**Metal 2**

(4 px per um) Cells faint in the background.
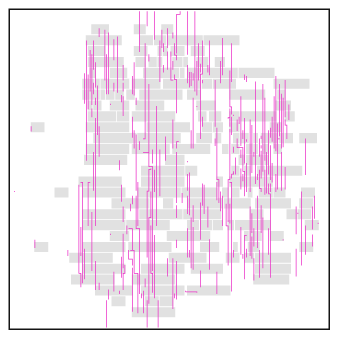
**Wires at chosen ports, followed through buffers**

(4 px per um)
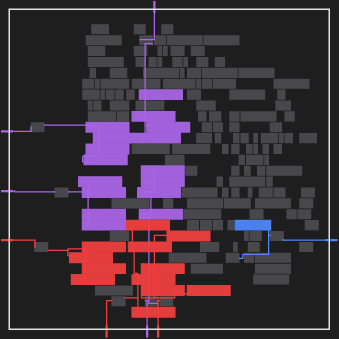
Design sr_cmd_seq, sky130hd; sources not shown.
==> changes_impl.md <==
### Physical design

- Share of layout cells above drive strength 1: 22.4%
- Synth unique cells: 36
- Comb. pwr: approximately 1600 uW
- Max power group: sequential cells
- Slowest Stage Delay on Critical Path: roughly 0.40 ns
- CP endpoint kind: flip-flop
- Setup CP Type: reg -> reg
- CTS Sinks: 46
- CP Depth: 9
- Tcrit/Tclk final: a little over nine tenths
- Drt wl/cell: ~14 um
- Crit start category: flip-flop
- Initial antenna violation count: 0
- Fin crit period: 1.74 ns
- Clk pwr: 662 uW
- Hold_ws: roughly 0.38 ns
- Crit path required time: 2.04 ns
- Clk network pwr share: between 15 and 20%
- CP max FO: 2
- Late-Pin Clk Latency: 0.30 ns
- Cell chain of the critical path: buf_6 -> or2_4 -> inv_4 -> ha_4 -> inv_2 -> fa_2 -> xor2_1 -> nor2_1 -> xnor2_1
- Ys Warns: 0
- Post-CTS Setup Inserts: 2
- Die boundary width: between 70 and 80 um
- Max Slew Vio Count: 0
- Inserted Clock Buffers: 5
- Initial DRC Count: 61
- Average vias per placed instance: 4.78
- Rows: 27
- Tot Pwr: 3940 uW
- Clock Tree Buf Depth: 2
- Most numerous logic cell after layout: edfxtp_1
- Max FFs per register: 28
- Type of the most critical hold path: in -> async
- Arr. time, crit path: approximately 2.0 ns
- Setup ws final: 0.0640 ns
- DR pass1 iterations: 4
- Pwr/cell area: 1550 nW/um^2
- Slew headroom: 77.6%
- Met3 wire length: 146 um
- CP delay by family, top: adder cells
- Final hold vios: 0
- P_int: 2640 uW
- Cell total in the yosys stat output: 128
- Met2 WL post-DR: 1.80 mm
- Post-CTS Hold Fix Bufs: 0
- Antenna Cells: 0
- Outcome: finished clean
- Leakage: 0.000991 uW
- R2r setup slk: around 0.064 ns
- CTS tree: done
- Ys flop type: edfxtp_1
- DRC viols: 0
- NumNets Final: about 180
- Flop pwr share: 41.7%
- Cell count after synthesis: 128
- Yosys reg bits: 46
- P_seq: 1640 uW
- Gr usage total: approximately an eighth
- Syn_nets: 145
- Vias in the first global route: 1261
- Max VDD drop: 548 uV
- Dpl cells: 227
- Reg2Reg Depth: 9
- Sw Share: 32.9%
- FP Core Util: a little over a third
- Setup TNS: 0 ns
- Unrepaired setup endpoints after global routing: yes
- Core outline area: 5510 um^2
- First-pass GRT wire length: 5.77 mm
- Die Ht: 79.6 um
- Combinational fraction of design power: 41.5%
- Root Driver: clkbuf_8
- Largest net degree at the start of global routing: 19
- Worst Max-Slew Pin Slew: 0.337 ns
- Final cell count without fillers: 237
- HPWL Detailed: approximately 2.5 mm
- M1 WL: between 1 and 1.5 mm
- Gr ovfl total: 0
- Post-synth EDFFs: 28
- Area delta synth->final: 26.9%
- Tool warnings: 31
- Max Fclk: 0.576 GHz
- CP bufs+invs: 3
- Worst-path clk slew: 0.09 ns
- DR top layer: met4
- Cts repair resizes: 1
- # setup viols final: 0
- Final ANT Viol Nets: 0
- Max-Cap Viols: 0
- Highest-count cells in the layout ignoring fill and taps: edfxtp_1, dfrtp_1, clkdlybuf4s50_1
- CP max stage cell: dfrtp_1
- Yosys chip area: 2000 um^2
- Max H-tree Level: 2
- Switching pwr: 1300 uW
- Synthesized area: 2000 um^2
- Pre-CTS setup slack: -0.180 ns
- Async SR Flop Fraction: 39.1%
- Die area: 6340 um^2
- Post-synthesis sequential area ratio: 64.5%
- Syn Area/Cell: 15.6 um^2
- Clock skew: roughly 0.0063 ns
About 'metal 2':
wire length on this layer	1800 um
share of all routed wire	53%
main direction	vertical
longest straight run	29.9 um
nets with wire on the layer	162
met2 usage: 21.8%
DRT Wirelength: 3.40 mm
vias: 1132

About 'wires at chosen ports, followed through buffers':
port	color	bits	direction	edge	end cells	wire
preset	blue	1	output	right	1	26.9 um
cmd_op	red	3	input	2 bottom, 1 left	12	117 um
cmd_len	purple	4	input	2 left, 1 top, 1 bottom	16	161 um
# IOs: 20
I/O Buffers: 19

through the flow:
step,area [um^2],utilization [%]
2_1_floorplan,2030,-
6_report,2540,46.1
3_3_place_gp,2420,43.9
5_1_grt,2540,46.1
4_1_cts,2530,45.9
3_5_place_dp,2420,43.9
cell families (layout without fill, tap and decap cells):
logic type / after synthesis / count (layout) / share of synthesized area, %
XOR/XNOR: 6 / 6 / 2.62
adder cells (fa/ha/maj): 7 / 7 / 4.75
AND/OR/NAND/NOR: 30 / 30 / 9.94
buffers and inverters: 17 / 54 / 3.81
AND-OR/OR-AND: 14 / 14 / 4.87
flip-flops: 46 / 46 / 64.5
multiplexers: 8 / 8 / 9.50
cell usage after synthesis (2+ instances only):
| master | instances | area share [%] |
|---|---|---|
| a22o_1 | 2 | 0.88 |
| a31oi_1 | 4 | 1.2 |
| and2_1 | 4 | 1.2 |
| clkbuf_1 | 2 | 0.38 |
| dfrtp_1 | 18 | 22 |
| edfxtp_1 | 28 | 42 |
| ha_1 | 6 | 3.7 |
| inv_1 | 12 | 2.2 |
| mux4_1 | 6 | 7.9 |
| nor2_1 | 4 | 0.75 |
| nor2b_1 | 2 | 0.62 |
| nor3_1 | 6 | 1.5 |
| nor3b_1 | 2 | 0.75 |
| o21ai_0 | 5 | 1.2 |
| or2_2 | 2 | 0.62 |
| xnor2_1 | 4 | 1.7 |
| xor2_1 | 2 | 0.88 |
layout make-up:
cell class                      count  area, um^2
Fill cell                         490        2970
Tap cell                           72        90.1
Sequential cell                    46        1290
Inverter                           12        47.5
Multi-Input combinational cell     65         657
Timing Repair Buffer               34         358
Clock inverter                      3        28.8
Clock buffer                        5        68.8
metal layers:
layer	track usage (%)	vias to the layer above
met5	-	-
met4	5.69	0
met3	3.96	7
met2	21.8	20
met1	13.1	563
li1	-	542
Power and IR drop assume default switching activity.
